`src/rtl/data_ram_arbiter_if.sv`:
```
// Requester, clear-control and data-RAM signal bundle for data_ram_arbiter.
// slave is the arbiter's view; master is the ICU/host/RAM environment's view.
interface data_ram_arbiter_if #(
  parameter int unsigned WORD     = 1,
  parameter int unsigned SIZE_LOG = 8
);
  logic                cpu_req;
  logic                cpu_write;
  logic [SIZE_LOG-1:0] cpu_addr;
  logic [WORD-1:0]     cpu_wdata;
  logic                cpu_ack;
  logic [WORD-1:0]     cpu_rdata;

  logic                host_req;
  logic                host_write;
  logic [SIZE_LOG-1:0] host_addr;
  logic [WORD-1:0]     host_wdata;
  logic                host_ack;
  logic [WORD-1:0]     host_rdata;

  logic                clear_start;
  logic                clear_busy;

  logic                ram_write;
  logic                ram_reset;
  logic [SIZE_LOG-1:0] ram_address;
  logic [WORD-1:0]     ram_data_in;
  logic [WORD-1:0]     ram_data_out;

  modport slave (
    input  cpu_req, cpu_write, cpu_addr, cpu_wdata,
    output cpu_ack, cpu_rdata,
    input  host_req, host_write, host_addr, host_wdata,
    output host_ack, host_rdata,
    input  clear_start,
    output clear_busy,
    output ram_write, ram_reset, ram_address, ram_data_in,
    input  ram_data_out
  );

  modport master (
    output cpu_req, cpu_write, cpu_addr, cpu_wdata,
    input  cpu_ack, cpu_rdata,
    output host_req, host_write, host_addr, host_wdata,
    input  host_ack, host_rdata,
    output clear_start,
    input  clear_busy,
    input  ram_write, ram_reset, ram_address, ram_data_in,
    output ram_data_out
  );
endinterface

```
`src/rtl/data_ram_arbiter.sv`:
```
// Shares the single-port 1-bit data RAM between the ICU core and the host port,
// generating the edge-triggered write strobe and a full-memory clear sweep.
module data_ram_arbiter #(
  parameter int unsigned WORD          = 1,
  parameter int unsigned SIZE_LOG      = 8,
  parameter int unsigned HOST_MAX_WAIT = 4
) (
  input logic               clk,
  input logic               reset,
  data_ram_arbiter_if.slave bus
);

  localparam logic [3:0] MAX_WAIT = 4'(HOST_MAX_WAIT);

  typedef enum logic [2:0] {
    IDLE, SETUP, STROBE, ACK, CLR_SETUP, CLR_STROBE, CLR_END
  } state_t;

  state_t              r_state, w_state_next;
  logic                r_owner_host, w_owner_next;
  logic                r_is_write, w_write_next;
  logic [3:0]          r_wait, w_wait_next;
  logic [SIZE_LOG-1:0] r_clr_idx, w_idx_next;
  logic [SIZE_LOG-1:0] r_ram_address, w_addr_next;
  logic [WORD-1:0]     r_ram_data_in, w_wdata_next;
  logic [WORD-1:0]     r_cpu_rdata, w_cpu_rdata_next;
  logic [WORD-1:0]     r_host_rdata, w_host_rdata_next;
  logic                r_ram_write, r_ram_reset, r_clear_busy;
  logic                r_cpu_ack, r_host_ack;
  logic                w_in_clear;

  always_comb begin
    w_state_next      = r_state;
    w_owner_next      = r_owner_host;
    w_write_next      = r_is_write;
    w_wait_next       = r_wait;
    w_idx_next        = r_clr_idx;
    w_addr_next       = r_ram_address;
    w_wdata_next      = r_ram_data_in;
    w_cpu_rdata_next  = r_cpu_rdata;
    w_host_rdata_next = r_host_rdata;
    unique case (r_state)
      IDLE: begin
        w_idx_next = '0;
        if (!bus.host_req) w_wait_next = '0;
        if (bus.clear_start) begin
          w_state_next = CLR_SETUP;
          w_addr_next  = '0;
        end else if (bus.host_req && (r_wait == MAX_WAIT)) begin
          w_state_next = SETUP;
          w_owner_next = 1'b1;
          w_write_next = bus.host_write;
          w_addr_next  = bus.host_addr;
          w_wdata_next = bus.host_wdata;
          w_wait_next  = '0;
        end else if (bus.cpu_req) begin
          w_state_next = SETUP;
          w_owner_next = 1'b0;
          w_write_next = bus.cpu_write;
          w_addr_next  = bus.cpu_addr;
          w_wdata_next = bus.cpu_wdata;
          if (bus.host_req && (r_wait != MAX_WAIT)) w_wait_next = r_wait + 4'd1;
        end else if (bus.host_req) begin
          w_state_next = SETUP;
          w_owner_next = 1'b1;
          w_write_next = bus.host_write;
          w_addr_next  = bus.host_addr;
          w_wdata_next = bus.host_wdata;
          w_wait_next  = '0;
        end
      end
      SETUP: begin
        if (r_is_write) begin
          w_state_next = STROBE;
        end else begin
          w_state_next = ACK;
          if (r_owner_host) w_host_rdata_next = bus.ram_data_out;
          else              w_cpu_rdata_next  = bus.ram_data_out;
        end
      end
      STROBE:    w_state_next = ACK;
      ACK:       w_state_next = IDLE;
      CLR_SETUP: w_state_next = CLR_STROBE;
      CLR_STROBE: begin
        if (r_clr_idx == '1) begin
          w_state_next = CLR_END;
        end else begin
          w_state_next = CLR_SETUP;
          w_idx_next   = r_clr_idx + 1'b1;
          w_addr_next  = r_clr_idx + 1'b1;
        end
      end
      CLR_END: begin
        w_state_next = IDLE;
        w_idx_next   = '0;
      end
      default: w_state_next = IDLE;
    endcase
  end

  // Strobe/reset/ack flags are decoded from the next state so they are registered outputs.
  assign w_in_clear = (w_state_next == CLR_SETUP) || (w_state_next == CLR_STROBE) ||
                      (w_state_next == CLR_END);

  always_ff @(posedge clk) begin
    if (reset) begin
      r_state       <= IDLE;
      r_owner_host  <= 1'b0;
      r_is_write    <= 1'b0;
      r_wait        <= '0;
      r_clr_idx     <= '0;
      r_ram_address <= '0;
      r_ram_data_in <= '0;
      r_cpu_rdata   <= '0;
      r_host_rdata  <= '0;
      r_ram_write   <= 1'b0;
      r_ram_reset   <= 1'b0;
      r_clear_busy  <= 1'b0;
      r_cpu_ack     <= 1'b0;
      r_host_ack    <= 1'b0;
    end else begin
      r_state       <= w_state_next;
      r_owner_host  <= w_owner_next;
      r_is_write    <= w_write_next;
      r_wait        <= w_wait_next;
      r_clr_idx     <= w_idx_next;
      r_ram_address <= w_addr_next;
      r_ram_data_in <= w_wdata_next;
      r_cpu_rdata   <= w_cpu_rdata_next;
      r_host_rdata  <= w_host_rdata_next;
      r_ram_write   <= (w_state_next == STROBE) || (w_state_next == CLR_STROBE);
      r_ram_reset   <= w_in_clear;
      r_clear_busy  <= w_in_clear;
      r_cpu_ack     <= (w_state_next == ACK) && !w_owner_next;
      r_host_ack    <= (w_state_next == ACK) && w_owner_next;
    end
  end

  assign bus.ram_write   = r_ram_write;
  assign bus.ram_reset   = r_ram_reset;
  assign bus.ram_address = r_ram_address;
  assign bus.ram_data_in = r_ram_data_in;
  assign bus.cpu_ack     = r_cpu_ack;
  assign bus.cpu_rdata   = r_cpu_rdata;
  assign bus.host_ack    = r_host_ack;
  assign bus.host_rdata  = r_host_rdata;
  assign bus.clear_busy  = r_clear_busy;

endmodule

```
`src/flat_wrapper.sv`:
```
// flat-port wrapper written by rule: the top's interface ports become plain ports
module data_ram_arbiter_flat 
#(
  parameter int unsigned WORD          = 1,
  parameter int unsigned SIZE_LOG      = 8,
  parameter int unsigned HOST_MAX_WAIT = 4
)
  (clk, reset, bus_cpu_req, bus_cpu_write, bus_cpu_addr, bus_cpu_wdata, bus_cpu_ack, bus_cpu_rdata, bus_host_req, bus_host_write, bus_host_addr, bus_host_wdata, bus_host_ack, bus_host_rdata, bus_clear_start, bus_clear_busy, bus_ram_write, bus_ram_reset, bus_ram_address, bus_ram_data_in, bus_ram_data_out);
  data_ram_arbiter_if #(.WORD(WORD), .SIZE_LOG(SIZE_LOG)) bus_i ();
  input logic clk;
  input logic reset;
  input wire logic [$bits(bus_i.cpu_req)-1:0] bus_cpu_req;
  input wire logic [$bits(bus_i.cpu_write)-1:0] bus_cpu_write;
  input wire logic [$bits(bus_i.cpu_addr)-1:0] bus_cpu_addr;
  input wire logic [$bits(bus_i.cpu_wdata)-1:0] bus_cpu_wdata;
  output wire logic [$bits(bus_i.cpu_ack)-1:0] bus_cpu_ack;
  output wire logic [$bits(bus_i.cpu_rdata)-1:0] bus_cpu_rdata;
  input wire logic [$bits(bus_i.host_req)-1:0] bus_host_req;
  input wire logic [$bits(bus_i.host_write)-1:0] bus_host_write;
  input wire logic [$bits(bus_i.host_addr)-1:0] bus_host_addr;
  input wire logic [$bits(bus_i.host_wdata)-1:0] bus_host_wdata;
  output wire logic [$bits(bus_i.host_ack)-1:0] bus_host_ack;
  output wire logic [$bits(bus_i.host_rdata)-1:0] bus_host_rdata;
  input wire logic [$bits(bus_i.clear_start)-1:0] bus_clear_start;
  output wire logic [$bits(bus_i.clear_busy)-1:0] bus_clear_busy;
  output wire logic [$bits(bus_i.ram_write)-1:0] bus_ram_write;
  output wire logic [$bits(bus_i.ram_reset)-1:0] bus_ram_reset;
  output wire logic [$bits(bus_i.ram_address)-1:0] bus_ram_address;
  output wire logic [$bits(bus_i.ram_data_in)-1:0] bus_ram_data_in;
  input wire logic [$bits(bus_i.ram_data_out)-1:0] bus_ram_data_out;
  assign bus_i.cpu_req = bus_cpu_req;
  assign bus_i.cpu_write = bus_cpu_write;
  assign bus_i.cpu_addr = bus_cpu_addr;
  assign bus_i.cpu_wdata = bus_cpu_wdata;
  assign bus_cpu_ack = bus_i.cpu_ack;
  assign bus_cpu_rdata = bus_i.cpu_rdata;
  assign bus_i.host_req = bus_host_req;
  assign bus_i.host_write = bus_host_write;
  assign bus_i.host_addr = bus_host_addr;
  assign bus_i.host_wdata = bus_host_wdata;
  assign bus_host_ack = bus_i.host_ack;
  assign bus_host_rdata = bus_i.host_rdata;
  assign bus_i.clear_start = bus_clear_start;
  assign bus_clear_busy = bus_i.clear_busy;
  assign bus_ram_write = bus_i.ram_write;
  assign bus_ram_reset = bus_i.ram_reset;
  assign bus_ram_address = bus_i.ram_address;
  assign bus_ram_data_in = bus_i.ram_data_in;
  assign bus_i.ram_data_out = bus_ram_data_out;
  data_ram_arbiter #(.WORD(WORD), .SIZE_LOG(SIZE_LOG), .HOST_MAX_WAIT(HOST_MAX_WAIT)) u_core (.clk(clk), .reset(reset), .bus(bus_i));
endmodule
```
`config.mk`:
```
export PLATFORM = sky130hd
export DESIGN_NAME = data_ram_arbiter_flat
export DESIGN_NICKNAME = d
export VERILOG_FILES = /design/src/rtl/data_ram_arbiter_if.sv /design/src/rtl/data_ram_arbiter.sv /design/src/flat_wrapper.sv
export SDC_FILE = /design/constraint.sdc
export NUM_CORES = 1
export LEC_CHECK = 0
export CAP_MARGIN = 20
export CORE_MARGIN = 3
export CORE_UTILIZATION = 40
export CTS_BUF_LIST = sky130_fd_sc_hd__clkbuf_16
export CTS_CLUSTER_SIZE = 16
export DETAILED_ROUTE_END_ITERATION = 16
export HOLD_SLACK_MARGIN = 0.05
export MAX_ROUTING_LAYER = met4
export PLACE_DENSITY = 0.72
export SYNTH_ARGS = -nofsm -noshare
export SYNTH_HDL_FRONTEND = slang
export SYNTH_SLANG_ARGS = --single-unit
```
`constraint.sdc`:
```
create_clock -name clk -period 4.6 [get_ports clk]
set_clock_uncertainty 0.05 [all_clocks]
set_input_delay 0.69 -clock clk [delete_from_list [all_inputs] [get_ports clk]]
set_output_delay 0.69 -clock clk [all_outputs]
set_load 0.01 [all_outputs]
```
Figure 1. Signal wires by layer.
Drawn at 4 px/um.
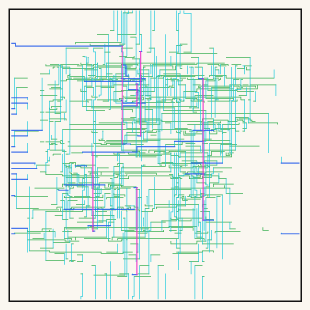
color	layer	wire length
blue	metal 3	219 um
green	metal 1	2,050 um
magenta	metal 4	128 um
cyan	metal 2	1,930 um
Tot GR Track Use: 18.5%
final wirelength: 4.33 mm

Figure 2. Placement by cell class.
Drawn at 4 px/um.
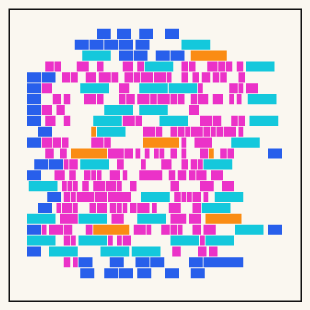
color	class	cells	share of their area
magenta	combinational and other logic	173	46%
orange	clock drivers and dummy loads	7	5.9%
cyan	sequential cells	32	28%
blue	remaining buffers and delay cells	42	19%

Figure 3. Pin map.
Drawn at 4 px/um. Pins as bars across the die edge, other pins in gray.
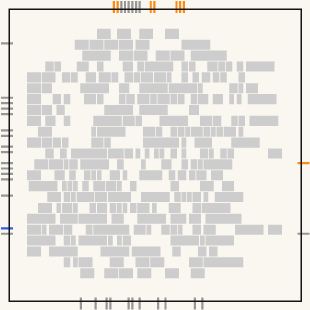
color	port	pins	direction	edge
orange	bus_ram_address	8	output	7 top, 1 right
blue	bus_ram_data_out	1	input	left
all pins by edge	16 left, 13 top, 11 bottom, 2 right

Figure 4. Clock routing.
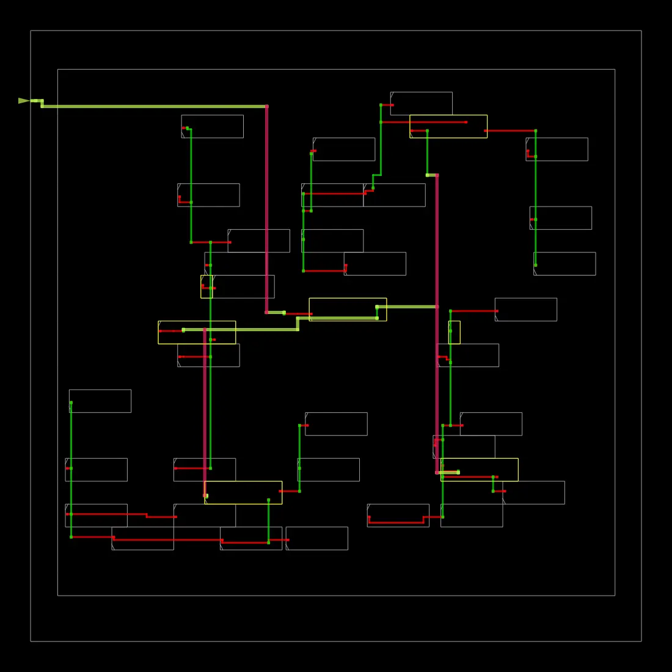
Clk. pwr: 301 uW
CTS Buf Count: 5
CLK BUF: 5
Flops: 32

==> job_summary.md <==
### Yosys + OpenROAD results

| Metric | Value |
|---|---|
| CP arrival | `2530 ps` |
| Via-to-Cell Ratio | `5.52` |
| Drt first-iter violations | `184` |
| DR WL/cell | `14.2 um` |
| Residual DRC count | `0` |
| # hold bufs at CTS | `0` |
| Fmax achieved | `around 410 MHz` |
| Switching share of power | `34.4%` |
| Max Slew Vio Count | `0` |
| Area delta synth->final | `30.9%` |
| Clk Tree Root Cell | `clkbuf_16` |
| Leading cell kind | `combinational gates` |
| Clock group share of total power | `25.9%` |
| Total Power | `~1.2 mW` |
| Global-route wire length before repair | `7.32 mm` |
| Post-route insts no fill | `304` |
| Max FO, Critical Path | `19` |
| Ys async rst share | `0%` |
| Core Area | `4140 um2` |
| MI comb cells | `169` |
| DR pass1 iterations | `4` |
| N_diodes | `0` |
| Clock tree from TritonCTS | `built` |
| Top cell type by total area after synthesis | `dfxtp_1` |
| Commonest flop | `dfxtp_1` |
| Compound Share, Synth | `22.3%` |
| DP Worst Slack | `1840 ps` |
| Met1 Wirelength | `slightly above 2 mm` |
| GRT met1 Usage | `24.7%` |
| Met2 Wirelength | `1.93 mm` |
| Hold Crit Class | `reg -> reg` |
| Comb pwr | `458 uW` |
| Dominant kind of combinational cell | `simple AND/OR/NAND/NOR gates` |
| Antenna violation net count after detailed routing | `0` |
| Die extent in y | `approximately 73 um` |
| Max layer used | `met4` |
| Syn Inst Count | `220` |
| Hold Path Cell Cnt | `2` |
| Hold path start | `u_core.bus.host_rdata$_SDFFE_PP0P_` |
| Die Wd | `between 70 and 80 um` |
| Area after DPL | `2160 um2` |
| Yosys chip area | `between 1500 and 2000 um2` |
| Final instance area | `approximately 2300 um2` |
| Dominant logic cell types in the final layout | `clkdlybuf4s50_1, dfxtp_1, nand2_1` |
| Share of cells above drive strength 1 | `under 10%` |
| Die area | `roughly 5300 um2` |
| Most frequent cell after synthesis | `dfxtp_1` |
| Setup ws final | `2160 ps` |
| Status | `finished, final reports clean` |
| Period utilization | `53.0%` |
| Sink Count | `32` |
| Crit end category | `flop` |
| Hold Path End | `u_core.bus.host_rdata$_SDFFE_PP0P_` |
| Tool warnings | `27` |
| Yosys warnings | `0` |
| Initial antenna violation count | `0` |
| Crit. path cell count | `5` |
| CP Buf/Inv Count | `1` |
| Worst vdd ir | `0.280 mV` |
| Clock-pin slew on the worst setup and hold paths | `approximately 50 ps` |
| Flop share of the area | `about 28%` |
| Cell Type Count | `42` |
| Yosys simple share | `30.8%` |
| Grt ovf | `0` |
| Seq share, synth | `36.1%` |
| Commonest cells in the synthesized netlist | `dfxtp_1, nand2_1, nor2_1, o21ai_0` |
| Top-area cell share | `36.1%` |
| Largest delay share family, worst path | `simple AND/OR/NAND/NOR gates` |
| Internal Dissipation | `765 uW` |
| Total net switching power | `400 uW` |
| Worst stage delay on the critical path | `~560 ps` |
| Nets | `283` |
| Placer Congestion | `about 0.84` |
| Filler cells | `399` |
| # IOs | `42` |
| Non-Clock Buffer Area Fraction | `a little under a fifth` |
| Reg2reg setup slack | `2500 ps` |
| Crit Path Class | `in -> reg` |
| Critical path startpoint category | `input pin` |
| Slew of the pin with the lowest slew margin | `841 ps` |
| Fin Setup TNS | `0 ps` |
Power is estimated from default activity; no workload was simulated.
